===== src/rtl/isqrt_if.sv =====
// Start/busy/done handshake bundle for the iterative integer square root.
//   start   : request from the master, sampled by the slave only when idle
//   num     : unsigned operand, captured on the accepting edge
//   busy    : slave is calculating or presenting a result
//   done    : one-cycle pulse, root/rem/perfect valid while high
//   root    : floor(sqrt(num))
//   rem     : num - root*root
//   perfect : rem == 0
interface isqrt_if #(
  parameter int WIDTH = 6
);
  localparam int HALF = WIDTH / 2;

  logic              start;
  logic [WIDTH-1:0]  num;
  logic              busy;
  logic              done;
  logic [HALF-1:0]   root;
  logic [HALF:0]     rem;
  logic              perfect;

  modport master (
    output start, num,
    input  busy, done, root, rem, perfect
  );

  modport slave (
    input  start, num,
    output busy, done, root, rem, perfect
  );
endinterface


===== src/rtl/isqrt_seq.sv =====
// Iterative integer square root, one root bit per clock (radix-4 digit
// recurrence). Operand of WIDTH bits (even, >= 2), root of WIDTH/2 bits.
// Ports:
//   clk  : rising-edge clock
//   rst  : synchronous active-high reset, priority over everything
//   bus  : isqrt_if slave modport (start/num in; busy/done/root/rem/perfect out)
// Results are registered on the edge that completes the last iteration and
// hold until the next completion; done pulses for the single DONE cycle.
module isqrt_seq #(
  parameter int WIDTH = 6
) (
  input  logic   clk,
  input  logic   rst,
  isqrt_if.slave bus
);
  localparam int HALF = WIDTH / 2;
  // Partial remainder needs two headroom bits for the shifted-in digit pair.
  localparam int RW   = HALF + 2;
  localparam int CW   = $clog2(HALF + 1);

  typedef enum logic [1:0] {
    IDLE = 2'd0,
    CALC = 2'd1,
    DONE = 2'd2
  } state_t;

  state_t            state_q, state_d;
  logic [CW-1:0]     cnt_q, cnt_d;
  logic [WIDTH-1:0]  x_q, x_d;
  logic [HALF-1:0]   q_q, q_d;
  logic [RW-1:0]     r_q, r_d;
  logic [HALF-1:0]   root_q, root_d;
  logic [HALF:0]     rem_q, rem_d;
  logic              perfect_q, perfect_d;

  // One recurrence step on the current partial state.
  logic [RW-1:0]     r_shift;
  logic [RW-1:0]     trial;
  logic              take;
  logic [RW-1:0]     r_it;
  logic [HALF-1:0]   q_it;

  always_comb begin
    // r < 2^HALF before every step, so the truncating cast drops only zeros.
    r_shift = RW'({r_q, x_q[WIDTH-1 -: 2]});
    trial   = {q_q, 2'b01};
    take    = (r_shift >= trial);
    r_it    = take ? (r_shift - trial) : r_shift;
    q_it    = HALF'({q_q, take});
  end

  always_comb begin
    state_d   = state_q;
    cnt_d     = cnt_q;
    x_d       = x_q;
    q_d       = q_q;
    r_d       = r_q;
    root_d    = root_q;
    rem_d     = rem_q;
    perfect_d = perfect_q;

    case (state_q)
      IDLE: begin
        if (bus.start) begin
          x_d     = bus.num;
          q_d     = '0;
          r_d     = '0;
          cnt_d   = CW'(HALF);
          state_d = CALC;
        end
      end
      CALC: begin
        x_d   = x_q << 2;
        q_d   = q_it;
        r_d   = r_it;
        cnt_d = cnt_q - CW'(1);
        if (cnt_q == CW'(1)) begin
          // r <= 2*root always fits HALF+1 bits.
          root_d    = q_it;
          rem_d     = (HALF + 1)'(r_it);
          perfect_d = (r_it == '0);
          state_d   = DONE;
        end
      end
      DONE: begin
        state_d = IDLE;
      end
      default: begin
        state_d = IDLE;
      end
    endcase
  end

  always_ff @(posedge clk) begin
    if (rst) begin
      state_q   <= IDLE;
      cnt_q     <= '0;
      x_q       <= '0;
      q_q       <= '0;
      r_q       <= '0;
      root_q    <= '0;
      rem_q     <= '0;
      perfect_q <= 1'b0;
    end else begin
      state_q   <= state_d;
      cnt_q     <= cnt_d;
      x_q       <= x_d;
      q_q       <= q_d;
      r_q       <= r_d;
      root_q    <= root_d;
      rem_q     <= rem_d;
      perfect_q <= perfect_d;
    end
  end

  assign bus.busy    = (state_q != IDLE);
  assign bus.done    = (state_q == DONE);
  assign bus.root    = root_q;
  assign bus.rem     = rem_q;
  assign bus.perfect = perfect_q;
endmodule


===== src/flat_wrapper.sv =====
// flat-port wrapper written by rule: the top's interface ports become plain ports
module isqrt_seq_flat 
#(
  parameter int WIDTH = 6
)
  (clk, rst, bus_start, bus_num, bus_busy, bus_done, bus_root, bus_rem, bus_perfect);
  isqrt_if #(.WIDTH(WIDTH)) bus_i ();
  input  logic clk;
  input  logic rst;
  input wire logic [$bits(bus_i.start)-1:0] bus_start;
  input wire logic [$bits(bus_i.num)-1:0] bus_num;
  output wire logic [$bits(bus_i.busy)-1:0] bus_busy;
  output wire logic [$bits(bus_i.done)-1:0] bus_done;
  output wire logic [$bits(bus_i.root)-1:0] bus_root;
  output wire logic [$bits(bus_i.rem)-1:0] bus_rem;
  output wire logic [$bits(bus_i.perfect)-1:0] bus_perfect;
  assign bus_i.start = bus_start;
  assign bus_i.num = bus_num;
  assign bus_busy = bus_i.busy;
  assign bus_done = bus_i.done;
  assign bus_root = bus_i.root;
  assign bus_rem = bus_i.rem;
  assign bus_perfect = bus_i.perfect;
  isqrt_seq #(.WIDTH(WIDTH)) u_core (.clk(clk), .rst(rst), .bus(bus_i));
endmodule

===== config.mk =====
export PLATFORM = sky130hd
export DESIGN_NAME = isqrt_seq_flat
export DESIGN_NICKNAME = d
export VERILOG_FILES = /design/src/rtl/isqrt_if.sv /design/src/rtl/isqrt_seq.sv /design/src/flat_wrapper.sv
export SDC_FILE = /design/constraint.sdc
export NUM_CORES = 1
export LEC_CHECK = 0
export CAP_MARGIN = 20
export CORE_ASPECT_RATIO = 0.8
export CORE_UTILIZATION = 35
export DETAILED_ROUTE_END_ITERATION = 12
export SLEW_MARGIN = 10
export SYNTH_ARGS = -nofsm -noshare
export SYNTH_HDL_FRONTEND = slang
export SYNTH_SLANG_ARGS = --single-unit

===== constraint.sdc =====
create_clock -name clk -period 4.3 [get_ports clk]
set_clock_uncertainty 0.1 [all_clocks]
set_input_delay 0.86 -clock clk [delete_from_list [all_inputs] [get_ports clk]]
set_output_delay 0.86 -clock clk [all_outputs]
set_load 0.1 [all_outputs]

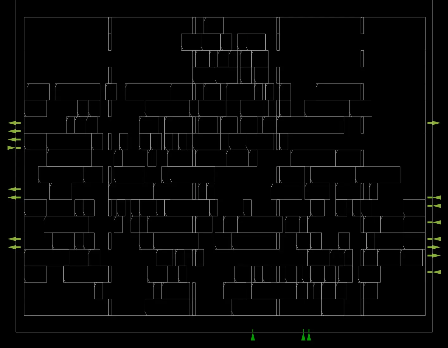
**Above:** run 1 (cell placement).
Core ar.: 3220 um2
# fillers: 311
post-route insts no fill: 202
post-layout util: 46.3%

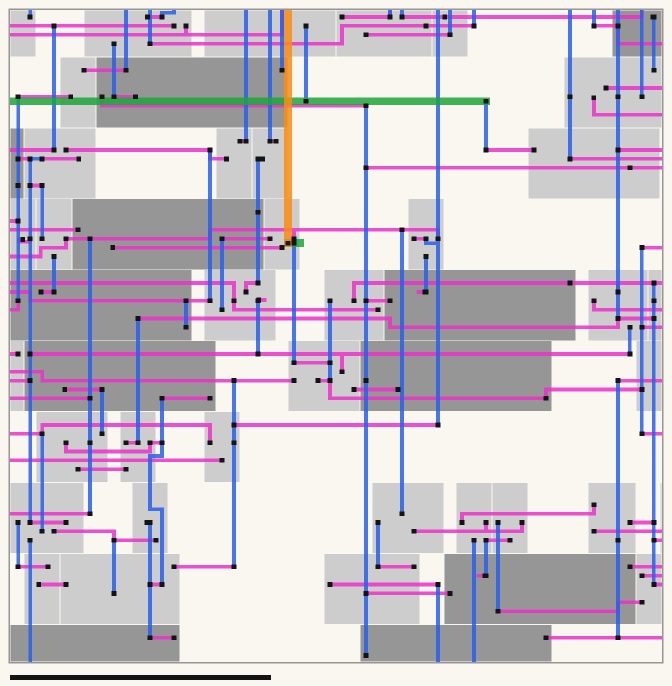
**Above:** run 1 (close-up of the layout).
Bar = 10 um. Window x 22 to 47, y 4 to 29 um. Cells in grey, sequential cells in the stronger grey; small squares are vias.
- M4: orange
- M2: blue
- M1: magenta
- M3: green
- netlist names of flops here include: u_core.cnt_q (2), u_core.q_q (2), u_core.state_q (2)
- most frequent: dfxtp_1 (9), inv_1 (6), nor2_1 (6)
- sequential cells in the window: 9
- cells with their middle in the window: 40

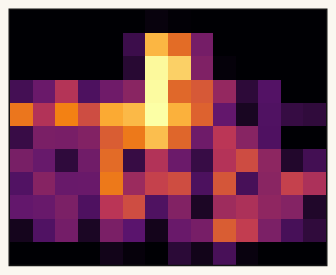
**Above:** run 1 (wire density map).
14 x 11 tiles, from black (low) to pale yellow (high), scaled to the fullest tile. Values are wire area over tile area, all layers added.
- nearly empty tiles: 30%
- fullest tile: 0.40
- tiles over half the peak: 19%
- densest ninth of the die: middle
WL/cell: 12.6 um
Detailed Route WL: 2550 um
via count: 1031
Global Route Usage Sum: 15.0%

==> results_slide.txt, run 1 <==
Run Summary

Critical path
  – Slowest CP cell: clkdlybuf4s50_1
  – Worst Path Arrival: 2.14 ns
  – Critical path launch point type: flop
  – Critical-path maximum fanout: 15
  – Required time at the worst-slack endpoint: 3.34 ns

Clocking
  – Post-CTS Hold Fix Bufs: 0
  – H-tree lvl count: 1
  – Root buf cell: clkbuf_8

Min path
  – Worst Hold Launch: u_core.bus.perfect
  – Hold Crit Class: flop to flop

Final layout
  – Ant diodes: 0
  – Post-layout net count: 178
  – Fin area: 1490 um2

Floorplan
  – Fp util: 38.2%
  – Width of the die: 68.3 um
  – IO Pins: 19
  – Die height: 55.1 um
  – FP Rows: 18

Global routing
  – Met2 Use GR: 24.8%
  – Pin count of the biggest net entering global routing: 18
  – Antenna violations before repair: 0
  – Number of global-route vias before repair: 954
  – First-pass GRT wire length: 4130 um

Placed design
  – IO Port Bufs: 18
  – Post-Place Cell Area: 1420 um2

Final timing
  – Fin. Hold Viols: 0
  – Min Tclk post-route: 3.10 ns
  – Fin. max-slew vios: 0
  – Max-Slew Margin vs Limit: 35.2%

Synthesis
  – Post-synthesis sequential area ratio: 39.0%
  – Post-synth area hogs: dfxtp_1, a21oi_1, ha_1, nor2_1, nor2b_1
  – Yosys Instances: 147
  – Count of cell types in the netlist: 37
  – Post-Syn Instances: 147
  – Mean Syn Cell Area: 8.38 um2

Power and ir drop
  – Power, Total: 658 uW
  – Peak VDD IR: 0.000231 V
  – Lkg Pwr: 0.569 nW

Routing
  – Routed Antenna Nets: 0
  – Highest metal layer with signal wires: met4

Job
  – Max cap viols: 0
  – Tool warnings: 27

Run status
  – Status: finished clean
-- run 1: final timing paths --
kind	slack, ns	cells past startpoint	end
max	1.20	2	bus_busy
min	0.37	2	u_core.bus.perfect
max reg2reg	2.01	6	u_core.r_q[1]
min reg2reg	0.37	2	u_core.bus.perfect
-- run 1: kinds of logic after synthesis --
group	Yosys count	synth area share (%)
flip-flops	24	39.0
AND/OR/NAND/NOR	47	18.5
adder cells (fa/ha/maj)	6	6.10
buffers and inverters	20	7.52
XOR/XNOR	2	1.42
multiplexers	2	1.63
AND-OR/OR-AND	46	25.8
-- run 1: area by class of cell --
class,count,area (um2)
Inverter,12,45.0
Fill cell,311,1730
Timing Repair Buffer,19,188
Multi-Input combinational cell,103,658
Clock inverter,1,30.0
Tap cell,40,50.0
Sequential cell,24,480
Clock buffer,3,41.3
-- run 1: cell usage after synthesis, types with 3 or more instances --
cell      number
clkbuf_1       4
nor2_1        17
nor2b_1        8
a22oi_1        3
a21oi_1       16
or2_2          3
nand2_1       12
inv_1         11
ha_1           6
dfxtp_1       24
o221a_2        4
o21ai_0        6
-- run 1: flip-flops by register name, summed over array words and instances (netlist names) --
signal / cells
u_core.x_q: 6
u_core.bus.rem: 4
u_core.bus.root: 3
u_core.q_q: 3
u_core.r_q: 3
u_core.cnt_q: 2
u_core.state_q: 2
u_core.bus.perfect: 1
-- run 1: report_power, final --
group | internal (mW) | switching, mW
Clock | 0.124 | 0.0683
Sequential | 0.240 | 0.0170
Combinational | 0.0820 | 0.126
-- run 1: worst max-delay path: cells and delay by family (launching register included) --
| family | cells | cell delay [ns] |
|---|---|---|
| flops | 1 | 0.58 |
| buf+inv | 1 | 1.12 |
| simple gates | 1 | 0.19 |
--- run 2 (diff from run 1) ---
- clock period: 4.3 -> 3.25 ns (I/O delays scaled with it)
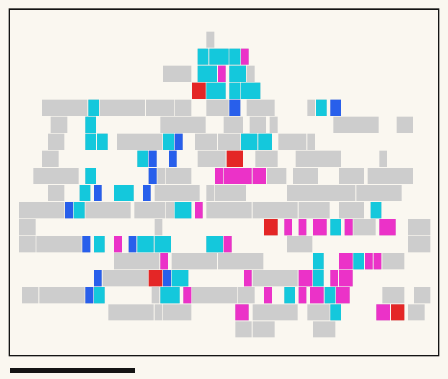
**Above:** run 2 (selected gate families).
Bar = 20 um.
- nor cells: magenta (cells 28; most used nor2_1)
- and/or cells: red (cells 5; most used or2_2)
- nand cells: blue (cells 14; most used nand2_1)
- aoi and oai cells: cyan (cells 37; most used a21oi_1)
most frequent logic cell in the layout: dfxtp_1
logic share of the area: 44.6%
post-route insts no fill: 203

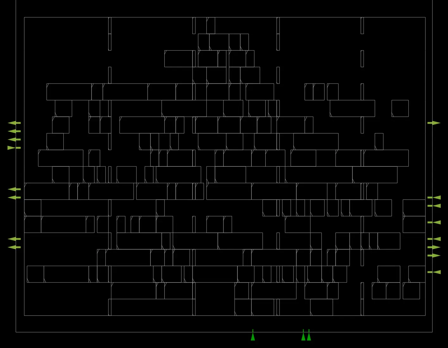
**Above:** run 2 (cell placement).
# fillers: 315
FP Rows: 18

==> run 2 against run 1 <==
Critical endpoint is now u_core.r_q[1]. Synthesized cell count unchanged. Clock power up 34%. Cell count increased by 0.50%. Via count shrank 0.97%.
==> results_slide.txt, run 2 <==
Run Summary

Synthesis
  – Most frequent cells after synthesis: dfxtp_1, nor2_1, a21oi_1, nand2_1, inv_1
  – Post-Syn Instances: 147 (unchanged)
  – Post-synthesis sequential area ratio: 39.0% (unchanged)
  – Most common cell in the netlist: dfxtp_1
  – Yosys Instances: 147 (unchanged)
  – Mean Syn Cell Area: 8.38 um2 (unchanged)
  – Count of cell types in the netlist: 37 (unchanged)
  – Post-synth area hogs: dfxtp_1, a21oi_1, ha_1, nor2_1, nor2b_1

Floorplan
  – Fp util: 38.2% (unchanged)
  – IO Pins: 19 (unchanged)
  – Width of the die: 68.3 um (unchanged)

Final layout
  – Biggest register: u_core.x_q
  – Ant diodes: 0 (unchanged)

Run status
  – Status: finished clean

Power and ir drop
  – Lkg Pwr: 0.593 nW (+4.3%)
  – Clock share of power: 29.5% (+0.2 points)
  – Pint: 590 uW (+32%)
  – Switching power: 284 uW (+34%)
  – Seq pwr share: 38.9% (about the same)
  – Combinational share of power: 31.5% (-0.2 points)

Routing
  – Via count: 1021 (-0.97%)
  – Detailed Route WL: 2580 um (+1.1%)
  – Routed Antenna Nets: 0 (unchanged)
  – WL/cell: 12.7 um (+0.60%)

Clocking
  – Post-CTS Hold Fix Bufs: 0 (unchanged)
  – H-tree lvl count: 1 (unchanged)

Global routing
  – Global Route Usage Sum: 15.2% (+0.19 points)
  – Number of global-route vias before repair: 930 (-2.5%)
  – First-pass GRT wire length: 4220 um (+2.2%)

Final timing
  – Fin. Hold Viols: 0 (unchanged)
  – Min Tclk post-route: 2.30 ns

Job
  – Max cap viols: 0 (unchanged)
  – Tool warnings: 27 (unchanged)

Placed design
  – IO Port Bufs: 18 (unchanged)

Min path
  – Hold Crit Class: flop to flop

Critical path
  – Setup crit end: u_core.r_q[1]
  – Required time at the worst-slack endpoint: 3.31 ns (-0.03 ns)
  – R2R depth: 6 (unchanged)
  – Worst Path Arrival: 2.36 ns (+0.22 ns)
  – Critical-path maximum fanout: 7 (-8)
run 2: cell type report:
type	count	area, um2
fill	315	1750
timing repair buffer	20	170
clock inverter	1	30.0
multi-input combinational	103	658
sequential	24	480
clock buffer	3	41.3
inverter	12	45.0
tap	40	50.0
run 2: worst max-delay path, delay by kind of cell (launching register included):
family / cells / cell delay [ns]
multiplexers: 1 / 0.20
AND-OR/OR-AND: 3 / 1.08
flip-flops: 1 / 0.39
adder cells (fa/ha/maj): 1 / 0.36
buffers and inverters: 1 / 0.06
run 2: power by group through the flow:
stage          logic [mW]  clock network [mW]  registers, mW
5_1_grt             0.301               0.277          0.344
3_5_place_dp        0.272                   0          0.347
4_1_cts             0.274               0.265          0.340
3_3_place_gp        0.269                   0          0.346
6_report            0.276               0.258          0.340
2_1_floorplan       0.208                   0          0.371
run 2: stage by stage:
step           util (%)  total power, mW  instance area, um2  hold slack (ns)  instances
2_1_floorplan         -            0.579                1230            0.344        147
3_3_place_gp       43.6            0.615                1400            0.348        199
3_5_place_dp       43.6            0.619                1400            0.352        199
4_1_cts            45.8            0.880                1480            0.374        203
5_1_grt            45.8            0.922                1480            0.385        203
6_report           45.8            0.873                1480            0.369        203
run 2: cells by family after synthesis:
logic type / share of synthesized area (%)
xor+xnor: 1.42
compound gates: 25.8
buf+inv: 7.52
flops: 39.0
fa+ha+maj: 6.10
simple gates: 18.5
mux: 1.63
run 2: routing by layer:
layer  vias up  track usage (%)  part of all wire [%]
met4         0             1.39                     0
met2        23             23.2                    40
met5         -                0                     0
met3         0             5.33                   6.3
met1       447             21.2                    53
li1        551                -                     -
Power figures rest on the tool's default switching activity, not on a simulated workload.
